File: src/rtl/mult_arbiter.sv
`default_nettype none
// ============================================================================
// Module   : mult_arbiter
// Purpose  : Shares one pipelined 35x25 multiplier, p = (a*b + c) >>> 17,
//            among NREQ requesters. A combinational arbiter picks one
//            requester per clock. Its operands are registered into the
//            multiplier, and its ID travels down a tag pipeline matched to
//            the multiplier latency, so each result is returned with the ID
//            of the requester that issued it.
// Ports    : clock, reset        - clock, asynchronous active-high reset
//            req_valid/req_ready - per-requester handshake (ready one-hot)
//            req_a/req_b/req_c   - packed operands, requester i at [W*i +: W]
//            mult_a/b/c, mult_p  - registered operands to / result from mult
//            res_valid/id/p      - tagged result strobe (no backpressure)
//            busy                - operation in issue stage or in flight
// Config   : MULT_ARB_FIXED_PRIO_EN - lowest index wins, no RR pointer
// Revision : 1.0 - initial release
// ============================================================================
module mult_arbiter #(
    parameter int NREQ    = 4,
    parameter int ID_W    = $clog2(NREQ),
    parameter int LATENCY = 4
) (
    input  logic                 clock,
    input  logic                 reset,
    input  logic [NREQ-1:0]      req_valid,
    output logic [NREQ-1:0]      req_ready,
    input  logic [NREQ*25-1:0]   req_a,
    input  logic [NREQ*35-1:0]   req_b,
    input  logic [NREQ*48-1:0]   req_c,
    output logic [24:0]          mult_a,
    output logic [34:0]          mult_b,
    output logic [47:0]          mult_c,
    input  logic [47:0]          mult_p,
    output logic                 res_valid,
    output logic [ID_W-1:0]      res_id,
    output logic [47:0]          res_p,
    output logic                 busy
);

    localparam int c_A_W = 25;
    localparam int c_B_W = 35;
    localparam int c_C_W = 48;

    logic              w_accept;
    logic [ID_W-1:0]   w_gid;
    logic [c_A_W-1:0]  w_sel_a;
    logic [c_B_W-1:0]  w_sel_b;
    logic [c_C_W-1:0]  w_sel_c;

    // Issue stage: valid/id registered alongside mult_a/b/c.
    logic              r_issue_v;
    logic [ID_W-1:0]   r_issue_id;

    // Tag pipeline; entry LATENCY-1 lines up with mult_p.
    logic [LATENCY-1:0] r_tag_v;
    logic [ID_W-1:0]    r_tag_id [LATENCY];

`ifdef MULT_ARB_FIXED_PRIO_EN
    // Fixed priority: lowest asserted index wins.
    always_comb begin
        w_accept = 1'b0;
        w_gid    = '0;
        for (int k = 0; k < NREQ; k++) begin
            if (!w_accept && req_valid[k]) begin
                w_accept = 1'b1;
                w_gid    = ID_W'(k);
            end
        end
    end
`else
    // Round robin: search starts one past the last granted index and wraps.
    logic [ID_W-1:0] r_last;
    logic [ID_W-1:0] w_idx;

    always_comb begin
        w_accept = 1'b0;
        w_gid    = '0;
        w_idx    = '0;
        for (int k = 1; k <= NREQ; k++) begin
            w_idx = ID_W'((int'(r_last) + k) % NREQ);
            if (!w_accept && req_valid[w_idx]) begin
                w_accept = 1'b1;
                w_gid    = w_idx;
            end
        end
    end

    // Pointer moves only when a request is actually taken.
    always_ff @(posedge clock or posedge reset) begin
        if (reset) begin
            r_last <= ID_W'(NREQ - 1);
        end else if (w_accept) begin
            r_last <= w_gid;
        end
    end
`endif

    // One-hot grant decode and operand mux (constant slices, no arithmetic).
    always_comb begin
        req_ready = '0;
        w_sel_a   = '0;
        w_sel_b   = '0;
        w_sel_c   = '0;
        for (int k = 0; k < NREQ; k++) begin
            if (w_gid == ID_W'(k)) begin
                req_ready[k] = w_accept;
                w_sel_a      = req_a[k*c_A_W +: c_A_W];
                w_sel_b      = req_b[k*c_B_W +: c_B_W];
                w_sel_c      = req_c[k*c_C_W +: c_C_W];
            end
        end
    end

    always_ff @(posedge clock or posedge reset) begin
        if (reset) begin
            mult_a     <= '0;
            mult_b     <= '0;
            mult_c     <= '0;
            r_issue_v  <= 1'b0;
            r_issue_id <= '0;
            r_tag_v    <= '0;
            for (int i = 0; i < LATENCY; i++) begin
                r_tag_id[i] <= '0;
            end
            res_valid  <= 1'b0;
            res_id     <= '0;
            res_p      <= '0;
        end else begin
            // Issue stage: operands hold when nothing is accepted.
            r_issue_v <= w_accept;
            if (w_accept) begin
                mult_a     <= w_sel_a;
                mult_b     <= w_sel_b;
                mult_c     <= w_sel_c;
                r_issue_id <= w_gid;
            end

            // Tag shift register tracking the multiplier pipe.
            r_tag_v[0]  <= r_issue_v;
            r_tag_id[0] <= r_issue_id;
            for (int i = 1; i < LATENCY; i++) begin
                r_tag_v[i]  <= r_tag_v[i-1];
                r_tag_id[i] <= r_tag_id[i-1];
            end

            // Result stage: capture mult_p only for tagged (real) results.
            res_valid <= r_tag_v[LATENCY-1];
            if (r_tag_v[LATENCY-1]) begin
                res_id <= r_tag_id[LATENCY-1];
                res_p  <= mult_p;
            end
        end
    end

    assign busy = r_issue_v | (|r_tag_v);

endmodule
`default_nettype wire

File: config.mk
export PLATFORM = sky130hd
export DESIGN_NAME = mult_arbiter
export DESIGN_NICKNAME = d
export VERILOG_FILES = /design/src/rtl/mult_arbiter.sv
export SDC_FILE = /design/constraint.sdc
export NUM_CORES = 1
export LEC_CHECK = 0
export CAP_MARGIN = 40
export CORE_AREA = 2 2 252 254
export CTS_CLUSTER_SIZE = 14
export DETAILED_ROUTE_END_ITERATION = 10
export DIE_AREA = 0 0 254 256
export GPL_ROUTABILITY_DRIVEN = 0
export HOLD_SLACK_MARGIN = 0.1
export PLACE_DENSITY = 0.52
export SKIP_LAST_GASP = 1
export SLEW_MARGIN = 20
export SYNTH_ARGS = -nofsm -noshare
export SYNTH_HDL_FRONTEND = slang
export SYNTH_SLANG_ARGS = --single-unit
File: constraint.sdc
create_clock -name clock -period 6.75 [get_ports clock]
set_input_delay 1.35 -clock clock [delete_from_list [all_inputs] [get_ports clock]]
set_output_delay 1.35 -clock clock [all_outputs]
set_load 0.1 [all_outputs]
==> images/placed.png <==
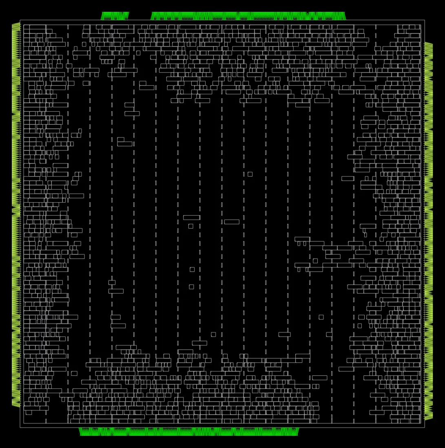
Layout Cells excl Fill: 2497
n_taps: 846
Filler cells: 6201
flop share of the area: 21.1%

==> images/clock_wires.png <==
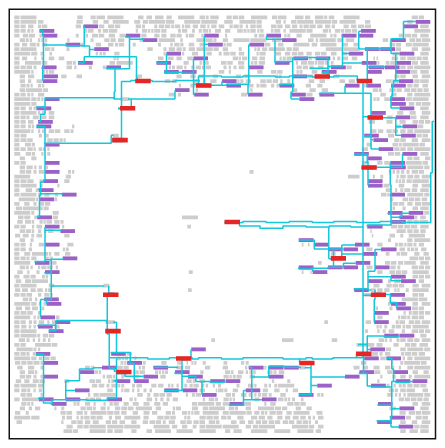
[cyan] clock wires | length: 3080 um
[red] clock-net drivers | count: 17
[purple] flip-flops | count: 176
flops lie: spread over the die

==> images/gates.png <==
Scale bar: 100 um.
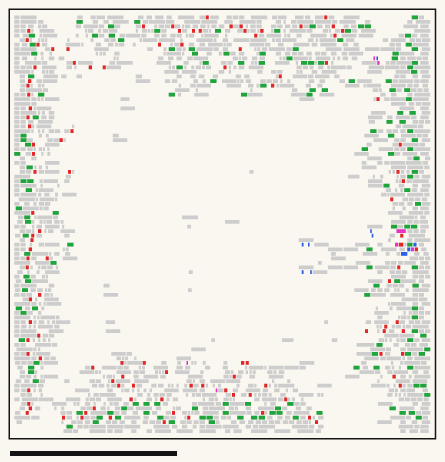
[magenta] nor cells | cells: 7 | most used: nor2_1
[green] mux cells | cells: 159 | most used: mux2_2 | where: spread over the die
[red] and/or cells | cells: 113 | most used: or3_1 | where: spread over the die
[blue] nand cells | cells: 10 | most used: nand2_1 | where: middle right
combinational share of cell area: 21.1%
most numerous logic cell after layout: clkdlybuf4s50_1

==> images/sizing.png <==
Scale bar: 100 um.
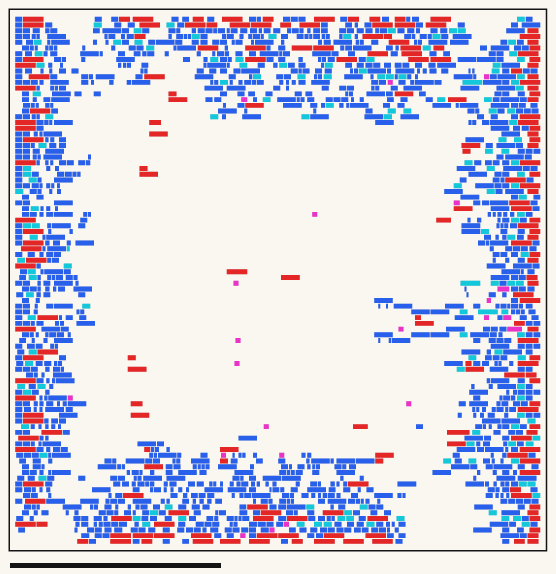
[cyan] x2 | cells: 145
[blue] x1 and smaller | cells: 1291
[red] x6 and larger | cells: 193
[magenta] x3 and x4 | cells: 22
Post-Layout Inst Area: 0.0209 mm2
bufs w/o clock: 823
Worst Slack Setup Final: 2010 ps
synthesis-to-finish area growth: 127%

==> images/route_heat.png <==
25 x 26 tiles, from black (low) to pale yellow (high), scaled to the fullest tile. Values are wire area over tile area, all layers added.
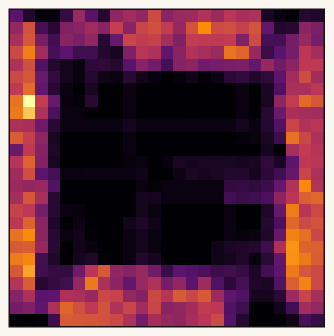
emptiest ninth of the die: centre
mean over tiles: 0.11
tiles over half the peak: 17%
nearly empty tiles: 23%
fullest tile: 0.49

==> results.cfg <==
; physical design summary
[timing]
rsz0062_at_grt = no
min_period_over_period_pct = 70.2
slew_violations = 0
max_slew_margin_pct = 49.1
fmax_ghz = 0.211
fin_crit_ps = 4740
worstMarginPinSlew_ps = 763

[global_routing]
grtUsageMet1_pct = 15.4

[route]
vias_per_cell = 4.10
wl_per_cell_um = 18.4
met1Wirelength_mm = 17.4
drtIter0Drc = 429
dr.max_layer_used = met4

[logic_synthesis]
top_logic_kind = AND-OR/OR-AND gates
netlist.area_leader.share_pct = 47.4
fp_nets = 1373
xor_area_share_pct = 0
synth_cell_types = 30
common_cells = dfrtp_1, mux2_2, a21oi_1

[worst_setup_path]
reg2reg_to = mult_b[5]
worstPathArrival_ps = 3390
cp-end-kind = output pin
path_cells = clkdlybuf4s50_1, nor2b_1, a21oi_1, o221a_4, and3_1, buf_4

[cts]
clk_pin_slew_ps = 70
cts_root_buf = clkbuf_16
cts_max_path_buffers = 2
insertion_delay_ps = 470
post_cts_buffers = 0
ctsHtreeMaxLevel = 4

[placement]
port_buffers = 649

[worst_hold_path]
whs_path_depth = 0

[finish]
largestRegisters = mult_c (48), res_p (48), mult_b (35)
largest_cell_class = non-clock buffers
regArea_mm2 = 0.00441
nonClkBufAreaFrac_pct = 49.7
layout-drive-gt1-share_pct = 21.8
n_antenna_cell = 0

[floorplan]
chip_area_mm2 = 0.0650
row_count = 92

[outcome]
outcome = finished clean

[power_and_ir_drop]
seq_power_share_pct = 17.5
power_leader = combinational cells

[flow_run]
warning_count = 30
